**Run 1: gate-type map**

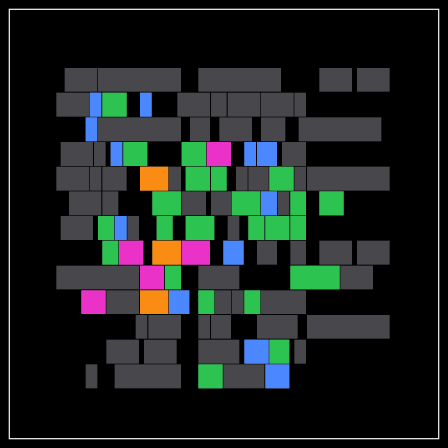
**Run 1: clock routing**

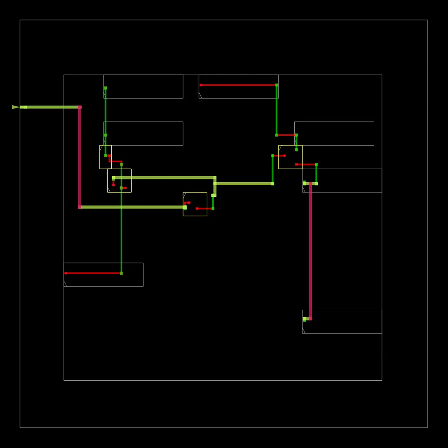
**Run 1: PDN straps and rails**

Pins as bars on the die edge.
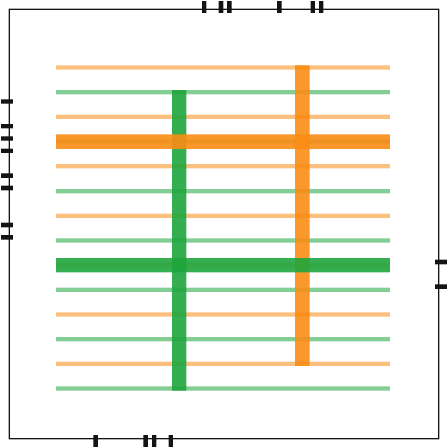
**Run 1: cells coloured by class**

Bar = 10 um. Fill, decap, tap and diode cells in grey.
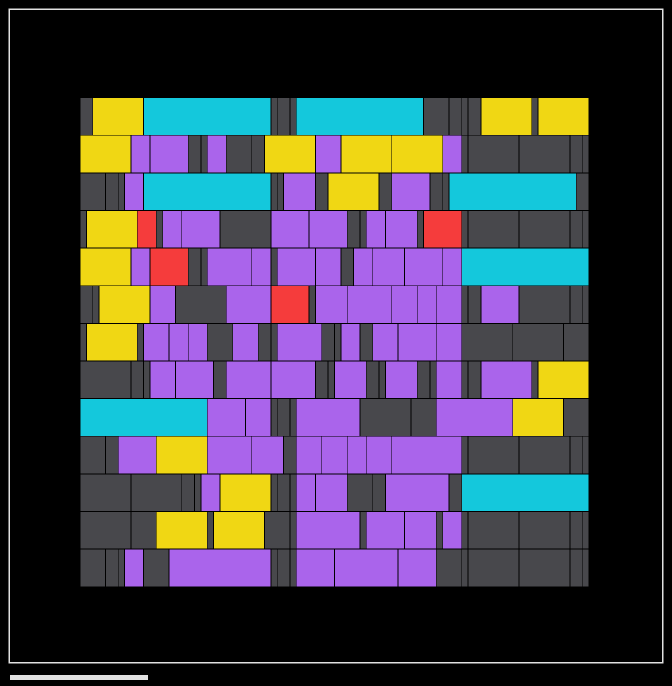
Design counter_mod, sky130hd; sources not shown.
==> flow_summary.json, run 1 <==
{
  "via_per_inst": 5.78,
  "drc": 0,
  "crit_required_ps": 4640,
  "clk_path_buf_depth": 2,
  "cap_viol_max_count": 0,
  "rsz0062_at_grt": "false",
  "syn_area_um2": 676,
  "dr_total_vias": 676,
  "mi_logic_area_um2": 463,
  "finalSetupViolations": 0,
  "grt_pass1_wl_um": 2730,
  "synth_nets": 100,
  "edf_count": 0,
  "reg2reg_slack_ps": 2560,
  "status": "completed",
  "drtAntennaViolNets": 0,
  "htreeDepth": 1,
  "grt_usage_pct": 17.9,
  "synth_cells": 83,
  "flop_cell": "dfrtp_1"
}
-- 'gate-type map' (at the start) --
Key: XOR/XNOR gates = orange [cells 3, most used xor2_1]; NOR gates = blue [cells 12, most used nor2_1]; AND-OR and OR-AND gates = magenta [cells 5, most used o21a_1]; inverting AOI/OAI gates = green [cells 23]
logic share of the area: 52.3%
Non-Filler Instances: 117
Commonest Layout Cell: clkdlybuf4s50_1

-- 'clock routing' (at the start) --
Flop Count: 7
Latency at later pin: 260 ps
CTS Buf Count: 3
clkbuf count: 4
clk sink count: 7

-- 'PDN straps and rails' (at the start) --
Key: VDD = orange; VSS = green
2 straps on met4. 20 signal pins sit on the boundary. The core has 13 rows. 2 straps on met5.
die boundary height: 47.1 um
Die Wd: 47.1 um
Max IR drop VDD: 0.156 mV
Core ar.: 1300 um^2

-- 'cells coloured by class' (at the start) --
Key: flip-flops = cyan [cells 7, share of their area 20%]; clock drivers and dummy loads = red [cells 4, share of their area 3.0%]; all other logic = purple [cells 73, share of their area 56%]; other buffers and delay cells = yellow [cells 18, share of their area 21%]
# rows: 13
final core utilization: 68.1%
sequential share of cell area: 19.8%
fin area: 886 um^2

-- run 1: logic make-up after synthesis --
kind of cell / count (synthesis) / share of synthesized area (%)
buffers and inverters: 9 / 5.56
DFF: 7 / 25.9
other: 1 / 0.555
AOI/OAI and AO/OA: 28 / 29.1
adders and majority gates: 5 / 10.4
xor gates and xnor gates: 3 / 3.89
muxes: 1 / 1.48
and+or+nand+nor: 29 / 23.1
-- run 1: layer usage --
metal	part of all wire, %	routed length (um)
met1	40	661
met2	52	846
met3	6.5	107
met4	1.6	27
met5	0	0
-- run 1: power groups by stage --
stage / combinational, W / sequential (W) / clock, W
floorplan: 0.0000516 / 0.0000867 / 0
global route: 0.000107 / 0.0000775 / 0.0000611
detailed placement: 0.0000971 / 0.0000772 / 0
global placement: 0.0000947 / 0.0000771 / 0
CTS: 0.0000974 / 0.0000762 / 0.0000581
finish: 0.0000972 / 0.0000763 / 0.0000573
-- run 1: synth_stat cells, types with 2 or more instances --
master    instances
nor2b_1           2
nor2_1            6
xor2_1            2
clkbuf_1          2
o21ai_1           2
a21oi_1           4
dfrtp_1           7
nand3_1           4
a211oi_1          4
o21ai_0           4
ha_1              4
o21a_1            3
nor3b_1           2
nand2_1           6
inv_1             6
o31ai_1           2
-- run 1: final cells by class --
class	instances	share of cell area (%)
tap	15	2.12
clock buffer	4	2.97
sequential	7	19.8
multi-input combinational	67	52.3
timing repair buffer	18	20.3
inverter	6	2.54
-- run 1: worst max-delay path: cells and delay by family --
family	cells	cell delay, ps
compound gates	2	230
fa+ha+maj	1	380
buf+inv	2	810
mux	1	200
simple gates	2	580
-- run 1: per-stage QoR --
stage,setup WS [ps],hold WS (ps)
after global routing,1780,300
final,1970,279
after CTS,1980,292
after global placement,1760,384
after detailed placement,1720,387
after floorplan,2520,-25.6
**Run 1: placement density heat map**

Bar = 10 um. 9 x 9 tiles, from dark blue (low) to red (high), 0 to 100% covered.
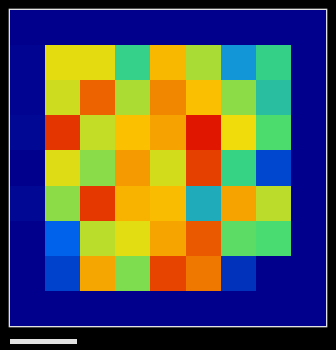

--- run 2 (diff from run 1) ---
Settings changed: CORE_UTILIZATION 49 to 41, PLACE_DENSITY 0.83 to 0.74.
Clock period 4.7 ns to 2.45 ns, I/O delays scaled along.
**Run 2: placement density heat map**

Bar = 20 um. 10 x 10 tiles, from dark blue (low) to red (high), 0 to 100% covered.
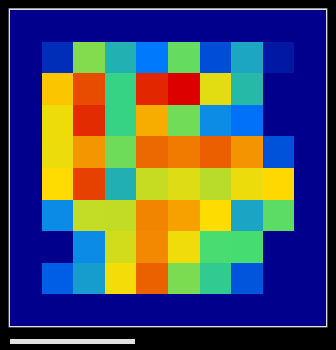
17% of the tiles are over 75% full. The densest ninth of the die: centre. 41% of the tiles are nearly empty.
Pre-Place Util: 43.8%
final core utilization: 59.5%
Core ar.: 1540 um^2

**Run 2: gate-type map**

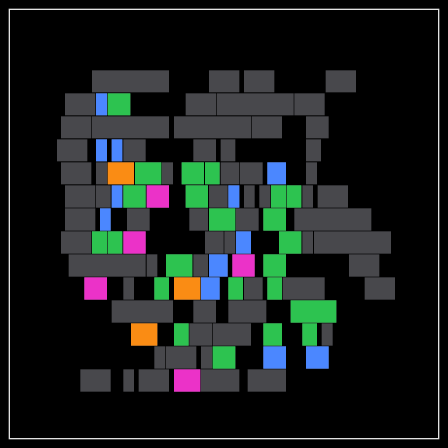
Key: XOR/XNOR gates = orange [cells 3, most used xor2_1]; inverting AOI/OAI gates = green [cells 23, where centre]; AND-OR and OR-AND gates = magenta [cells 5, most used o21a_1]; NOR gates = blue [cells 12, most used nor2_1]
Non-Filler Instances: 122
logic share of the area: 50.5%

**Run 2: clock routing**

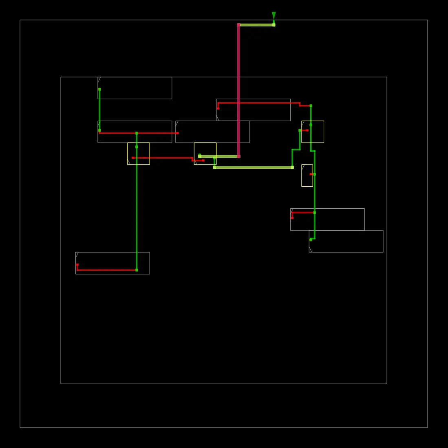
Latency at later pin: 250 ps
clk pwr: 0.000108 W

==> flow_summary.json, run 2 <==
{
  "dieWidth_um": 50.6,
  "cts_buffers": 3,
  "die_y_um": 50.6,
  "synth_nets": 100,
  "syn_area_um2": 676,
  "finalSetupViolations": 0,
  "crit_required_ps": 2380,
  "cap_viol_max_count": 0,
  "most_common_cell": "dfrtp_1",
  "drtAntennaViolNets": 0,
  "rsz0062_at_grt": "false",
  "status": "completed",
  "grt_pass1_wl_um": 2820,
  "clk_path_buf_depth": 2,
  "vdd_drop_max_mv": 0.426,
  "reg2reg_slack_ps": 310,
  "drc": 0,
  "dr_total_vias": 708,
  "clock-sinks": 7,
  "htreeDepth": 1,
  "layout_top_cell": "clkdlybuf4s50_1",
  "synthTopCellsByCount": "dfrtp_1, inv_1, nand2_1, nor2_1",
  "synth_cells": 83
}
## run 2: netlist changes by cell type in the layout (fill, tap and decap cells not counted)
cell   delta
buf_4     +4
## run 2: per-stage QoR
step	hold WS (ps)	area (um^2)	TNS (ps)	power, W	setup WS [ps]
final	52.0	917	0	0.000450	211
after CTS	66.4	917	0	0.000453	201
after floorplan	-251	676	0	0.000265	268
after detailed placement	339	891	-50.7	0.000343	-50.7
after global routing	68.6	917	0	0.000484	95.5
after global placement	337	891	-4.57	0.000340	-4.57
## run 2: area by class of cell
type | count | area (um^2) | share of cell area, %
clock buffer | 4 | 26.3 | 2.86
inverter | 6 | 22.5 | 2.46
multi-input combinational | 67 | 463 | 50.5
sequential | 7 | 175 | 19.1
tap | 16 | 20.0 | 2.18
timing repair buffer | 22 | 210 | 22.9
## run 2: cell families after synthesis
family                   count (synthesis)  share of synthesized area [%]
other                                    1                          0.555
AND/OR/NAND/NOR                         29                           23.1
multiplexers                             1                           1.48
buffers and inverters                    9                           5.56
adder cells (fa/ha/maj)                  5                           10.4
AND-OR/OR-AND                           28                           29.1
XOR/XNOR                                 3                           3.89
flip-flops                               7                           25.9
## run 2: power groups by stage
| stage | Clock, W | Sequential, W | Combinational (W) |
|---|---|---|---|
| after global routing | 0.000122 | 0.000150 | 0.000212 |
| after detailed placement | 0 | 0.000149 | 0.000195 |
| after global placement | 0 | 0.000148 | 0.000192 |
| after CTS | 0.000111 | 0.000147 | 0.000196 |
| after floorplan | 0 | 0.000166 | 0.0000990 |
| final | 0.000108 | 0.000147 | 0.000195 |
## run 2: worst max-delay path, stage by stage
cell and delay (ps):
clkdlybuf4s50_1 470, inv_1 110, ha_1 330, o21ai_0 120
or4b_4 490, o2111ai_2 100, mux2i_1 200, nand3_1 80
## run 2: metal layers
metal	share of wire (%)	vias up
li1	-	354
met1	42	331
met4	0.97	0
met3	5.3	2
met2	51	21
met5	0	-
Power and IR drop assume default switching activity.
